Fig. 1: metal 3
Scale: 2 px per um. Cells faint in the background.
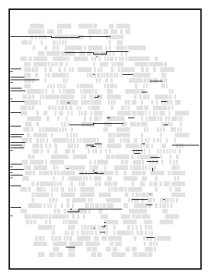
Fig. 2: routed clock nets over the placement
Scale: 3 px per um.
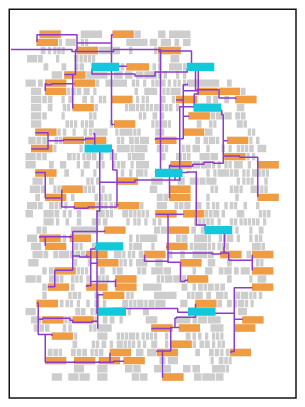
Fig. 3: register map, names as in the netlist
Scale: 2 px per um. Other sequential cells in the stronger gray, the rest of the logic in the fainter gray.
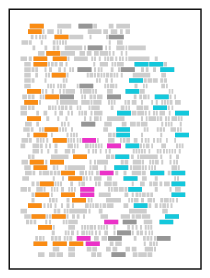
--- src/rtl/nec_ir_command_controller.sv ---
// NEC IR frame validator/debouncer mapping button codes onto LED brightness, mode and enable registers.
// Optional feature: define NEC_CMD_AUTOREPEAT_EN to apply repeated UP/DOWN inside holdoff at double step.
`timescale 1ns/1ps
module nec_ir_command_controller #(
    parameter logic [7:0] DEVICE_ADDR     = 8'h00,
    parameter int         HOLDOFF_CYCLES  = 10_000_000,
    parameter logic [7:0] BRIGHTNESS_INIT = 8'd128,
    parameter logic [7:0] BRIGHTNESS_STEP = 8'd16,
    parameter int         MODE_COUNT      = 8,
    parameter logic [7:0] CMD_UP          = 8'h18,
    parameter logic [7:0] CMD_DOWN        = 8'h52,
    parameter logic [7:0] CMD_NEXT        = 8'h5A,
    parameter logic [7:0] CMD_PREV        = 8'h08,
    parameter logic [7:0] CMD_POWER       = 8'h45
) (
    input  logic        clkIN,
    input  logic        resetIN,
    input  logic        rxReadyIN,
    input  logic [31:0] dataIN,
    output logic [7:0]  commandOUT,
    output logic        cmdValidOUT,
    output logic        frameErrorOUT,
    output logic [7:0]  brightnessOUT,
    output logic [2:0]  modeOUT,
    output logic        enableOUT
);
    localparam int            CW        = $clog2(HOLDOFF_CYCLES + 1);
    localparam logic [CW-1:0] HOLD_LOAD = CW'(HOLDOFF_CYCLES - 1);
    localparam logic [2:0]    MODE_MAX  = 3'(MODE_COUNT - 1);

    typedef enum logic [1:0] {IDLE, CHECK, APPLY, HOLDOFF} state_t;

    state_t        state, state_next, ret_state;
    logic          rx_prev;
    logic [31:0]   frame_reg;
    logic [7:0]    last_cmd;
    logic [CW-1:0] hold_cnt;
    logic [7:0]    f_addr, f_addr_inv, f_cmd, f_cmd_inv;
    logic          rx_edge, in_holdoff, complement_ok, is_repeat, repeat_allowed;
    logic          err_pulse, latch_frame;
    logic [9:0]    step, b_up;
    logic [7:0]    b_up_sat, b_down_sat;

    assign f_addr     = frame_reg[31:24];
    assign f_addr_inv = frame_reg[23:16];
    assign f_cmd      = frame_reg[15:8];
    assign f_cmd_inv  = frame_reg[7:0];

`ifdef NEC_CMD_AUTOREPEAT_EN
    // Remembers that the frame being applied is a held UP/DOWN key.
    logic repeat_reg;
    always_ff @(posedge clkIN) begin
        if (resetIN)
            repeat_reg <= 1'b0;
        else if (state == CHECK)
            repeat_reg <= is_repeat;
    end
    assign repeat_allowed = (f_cmd == CMD_UP) || (f_cmd == CMD_DOWN);
    assign step = repeat_reg ? {1'b0, BRIGHTNESS_STEP, 1'b0} : {2'b00, BRIGHTNESS_STEP};
`else
    assign repeat_allowed = 1'b0;
    assign step = {2'b00, BRIGHTNESS_STEP};
`endif

    assign b_up       = {2'b00, brightnessOUT} + step;
    assign b_up_sat   = (b_up > 10'd255) ? 8'hFF : b_up[7:0];
    assign b_down_sat = ({2'b00, brightnessOUT} < step) ? 8'h00
                        : 8'({2'b00, brightnessOUT} - step);

    always_comb begin
        state_next    = state;
        err_pulse     = 1'b0;
        latch_frame   = 1'b0;
        rx_edge       = rxReadyIN && !rx_prev;
        in_holdoff    = (hold_cnt != '0);
        ret_state     = in_holdoff ? HOLDOFF : IDLE;
        complement_ok = (f_addr == ~f_addr_inv) && (f_cmd == ~f_cmd_inv);
        is_repeat     = in_holdoff && (f_cmd == last_cmd);
        case (state)
            IDLE: begin
                if (rx_edge) begin
                    state_next  = CHECK;
                    latch_frame = 1'b1;
                end
            end
            CHECK: begin
                if (!complement_ok) begin
                    err_pulse  = 1'b1;
                    state_next = ret_state;
                end else if (f_addr != DEVICE_ADDR) begin
                    state_next = ret_state;
                end else if (is_repeat && !repeat_allowed) begin
                    state_next = ret_state;
                end else begin
                    state_next = APPLY;
                end
            end
            APPLY: state_next = HOLDOFF;
            HOLDOFF: begin
                if (rx_edge) begin
                    state_next  = CHECK;
                    latch_frame = 1'b1;
                end else if (!in_holdoff) begin
                    state_next = IDLE;
                end
            end
            default: state_next = IDLE;
        endcase
    end

    always_ff @(posedge clkIN) begin
        if (resetIN) begin
            state         <= IDLE;
            rx_prev       <= 1'b1;
            frame_reg     <= '0;
            last_cmd      <= '0;
            hold_cnt      <= '0;
            commandOUT    <= '0;
            cmdValidOUT   <= 1'b0;
            frameErrorOUT <= 1'b0;
            brightnessOUT <= BRIGHTNESS_INIT;
            modeOUT       <= '0;
            enableOUT     <= 1'b1;
        end else begin
            state         <= state_next;
            rx_prev       <= rxReadyIN;
            cmdValidOUT   <= 1'b0;
            frameErrorOUT <= err_pulse;
            if (latch_frame)
                frame_reg <= dataIN;
            // The counter keeps running through CHECK so a rejected frame resumes the same holdoff.
            if (state == APPLY) begin
                hold_cnt    <= HOLD_LOAD;
                commandOUT  <= f_cmd;
                cmdValidOUT <= 1'b1;
                last_cmd    <= f_cmd;
                if (f_cmd == CMD_UP)
                    brightnessOUT <= b_up_sat;
                else if (f_cmd == CMD_DOWN)
                    brightnessOUT <= b_down_sat;
                else if (f_cmd == CMD_NEXT)
                    modeOUT <= (modeOUT == MODE_MAX) ? 3'd0 : modeOUT + 3'd1;
                else if (f_cmd == CMD_PREV)
                    modeOUT <= (modeOUT == 3'd0) ? MODE_MAX : modeOUT - 3'd1;
                else if (f_cmd == CMD_POWER)
                    enableOUT <= ~enableOUT;
            end else if (in_holdoff) begin
                hold_cnt <= hold_cnt - 1'b1;
            end
        end
    end
endmodule
--- config.mk ---
export PLATFORM = sky130hd
export DESIGN_NAME = nec_ir_command_controller
export DESIGN_NICKNAME = d
export VERILOG_FILES = /design/src/rtl/nec_ir_command_controller.sv
export SDC_FILE = /design/constraint.sdc
export NUM_CORES = 1
export LEC_CHECK = 0
export ABC_AREA = 1
export CORE_ASPECT_RATIO = 1.4
export CORE_MARGIN = 5
export CORE_UTILIZATION = 43
export CTS_CLUSTER_DIAMETER = 50
export DETAILED_ROUTE_END_ITERATION = 16
export PLACE_DENSITY = 0.62
export SKIP_LAST_GASP = 1
export SYNTH_ARGS = -nofsm -noshare
export SYNTH_HDL_FRONTEND = slang
export SYNTH_SLANG_ARGS = --single-unit
--- constraint.sdc ---
create_clock -name clkIN -period 1.7 [get_ports clkIN]
set_input_delay 0.34 -clock clkIN [delete_from_list [all_inputs] [get_ports clkIN]]
set_output_delay 0.34 -clock clkIN [all_outputs]
set_load 0.05 [all_outputs]
==> flow_summary_export.csv <==
group,metric,value,unit
pwr,ir_drop,0.7274,mV
worst_setup_path,crit_fanout,9,
timing,slew_headroom,0.6610,
worst_hold_path,hp-start,"frame_reg[20]$_SDFFE_PP0P_",
die,num_io_pins,57,
clock_network,cts_tree,"built",
routing,avgRoutedWirePerCell,12.59,um
timing,hold_violations,0,
clock_network,cts_setup_buffers,0,
layout,nFillCells,981,
yosys,synth_area,4358,um2
yosys,compound_area_frac,0.1352,
outcome,status,"completed",
placed_design,gp_congestion,0.8800,
yosys,yosys_cells,654,
layout,fin_area,5456,um2
layout,largest_reg_flops,32,
clock_network,cts.sinks,78,
yosys,area_leaders,"dfxtp_1 (36%), nand2_1 (14%), nor2_1 (8.2%)",
global_routing,grt_antenna_before_repair,0,
global_routing,grt_max_degree,65,
placed_design,numPlacedInstances,838,
pwr,netSwitchingPower,3.516,mW
yosys,synthesis.nets,703,
routing,post-route-drc-count,0,
About Fig. 1:
nets with wire on the layer: 51
longest straight run: 21.4 um
share of all routed wire: 3.4%
Routed WL: 10.76 mm
Via Count: 4229

About Fig. 2:
legend:
  orange:
    item: flip-flops
    count: 78
  purple:
    item: clock wires
    length: 1070 um
  cyan:
    item: clock drivers
    count: 9
routed clock nets: 10
flops lie: spread over the die

About Fig. 3:
legend:
  orange:
    signal: frame_reg
    sequential_cells: 32
    where: a column on the left
  magenta:
    signal: last_cmd
    sequential_cells: 8
  cyan:
    signal: hold_cnt
    sequential_cells: 24

critical path: stages (launching register included):
cell and delay (ps):
dfxtp_1 330, inv_1 100, ha_1 200, nand3_1 90, nor2_1 170, nand3_2 220
nand2_1 140, nand2_1 60, nor2_1 80, nor2_1 50
cell usage after synthesis (9+ instances only):
cell type / count
nand2_1: 167
nor2_1: 95
dfxtp_1: 78
inv_1: 69
a21oi_1: 52
o21ai_1: 32
nand3_1: 30
ha_1: 14
inv_2: 12
buf_2: 10
nand4_1: 9
layout make-up:
type                            instances  area [um2]  share of cell area
Multi-Input combinational cell        473        2380              0.4361
Sequential cell                        78        1564              0.2866
Timing Repair Buffer                   72       718.2              0.1316
Inverter                               81       304.0             0.05572
Clock buffer                           14       284.0             0.05205
Tap cell                              135       168.9             0.03096
Clock inverter                          2       37.54            0.006879
metal layers:
metal | GRT usage | vias up
met5 | 0 | -
met4 | 0.08156 | 0
met3 | 0.04297 | 26
met2 | 0.3340 | 83
met1 | 0.1957 | 1906
li1 | - | 2214
placed cells by master, fill, tap and decap left out, types with 14 or more instances in the layout:
master	synthesis	routed
nand3_1	30	30
inv_1	69	69
nor2_1	95	94
clkdlybuf4s50_1	0	34
buf_4	4	31
o21ai_1	32	35
a21oi_1	52	52
ha_1	14	14
dfxtp_1	78	76
nand2_1	167	167
power groups by stage:
stage | Sequential [mW] | Combinational (mW) | Clock (mW)
detailed placement | 2.63 | 3.87 | 0
floorplan | 2.59 | 2.96 | 0
global placement | 2.63 | 3.80 | 0
global route | 2.65 | 4.45 | 2.18
CTS | 2.60 | 3.89 | 2.08
finish | 2.60 | 3.89 | 2.03
path summary, 6_finish.rpt:
kind / to / slack [ps] / depth (start not counted)
max: flip-flop / 160 / 9
min: frame_reg[20]$_SDFFE_PP0P_ / 460 / 2
max reg2reg: flip-flop / 160 / 9
min reg2reg: frame_reg[20]$_SDFFE_PP0P_ / 460 / 2
cell families (layout without fill, tap and decap cells):
kind of cell,count (synthesis),in the layout
DFF,78,78
and+or+nand+nor,334,334
xor gates and xnor gates,16,16
buffers and inverters,103,169
AOI/OAI and AO/OA,109,109
adders and majority gates,14,14
Power is estimated from default activity; no workload was simulated.
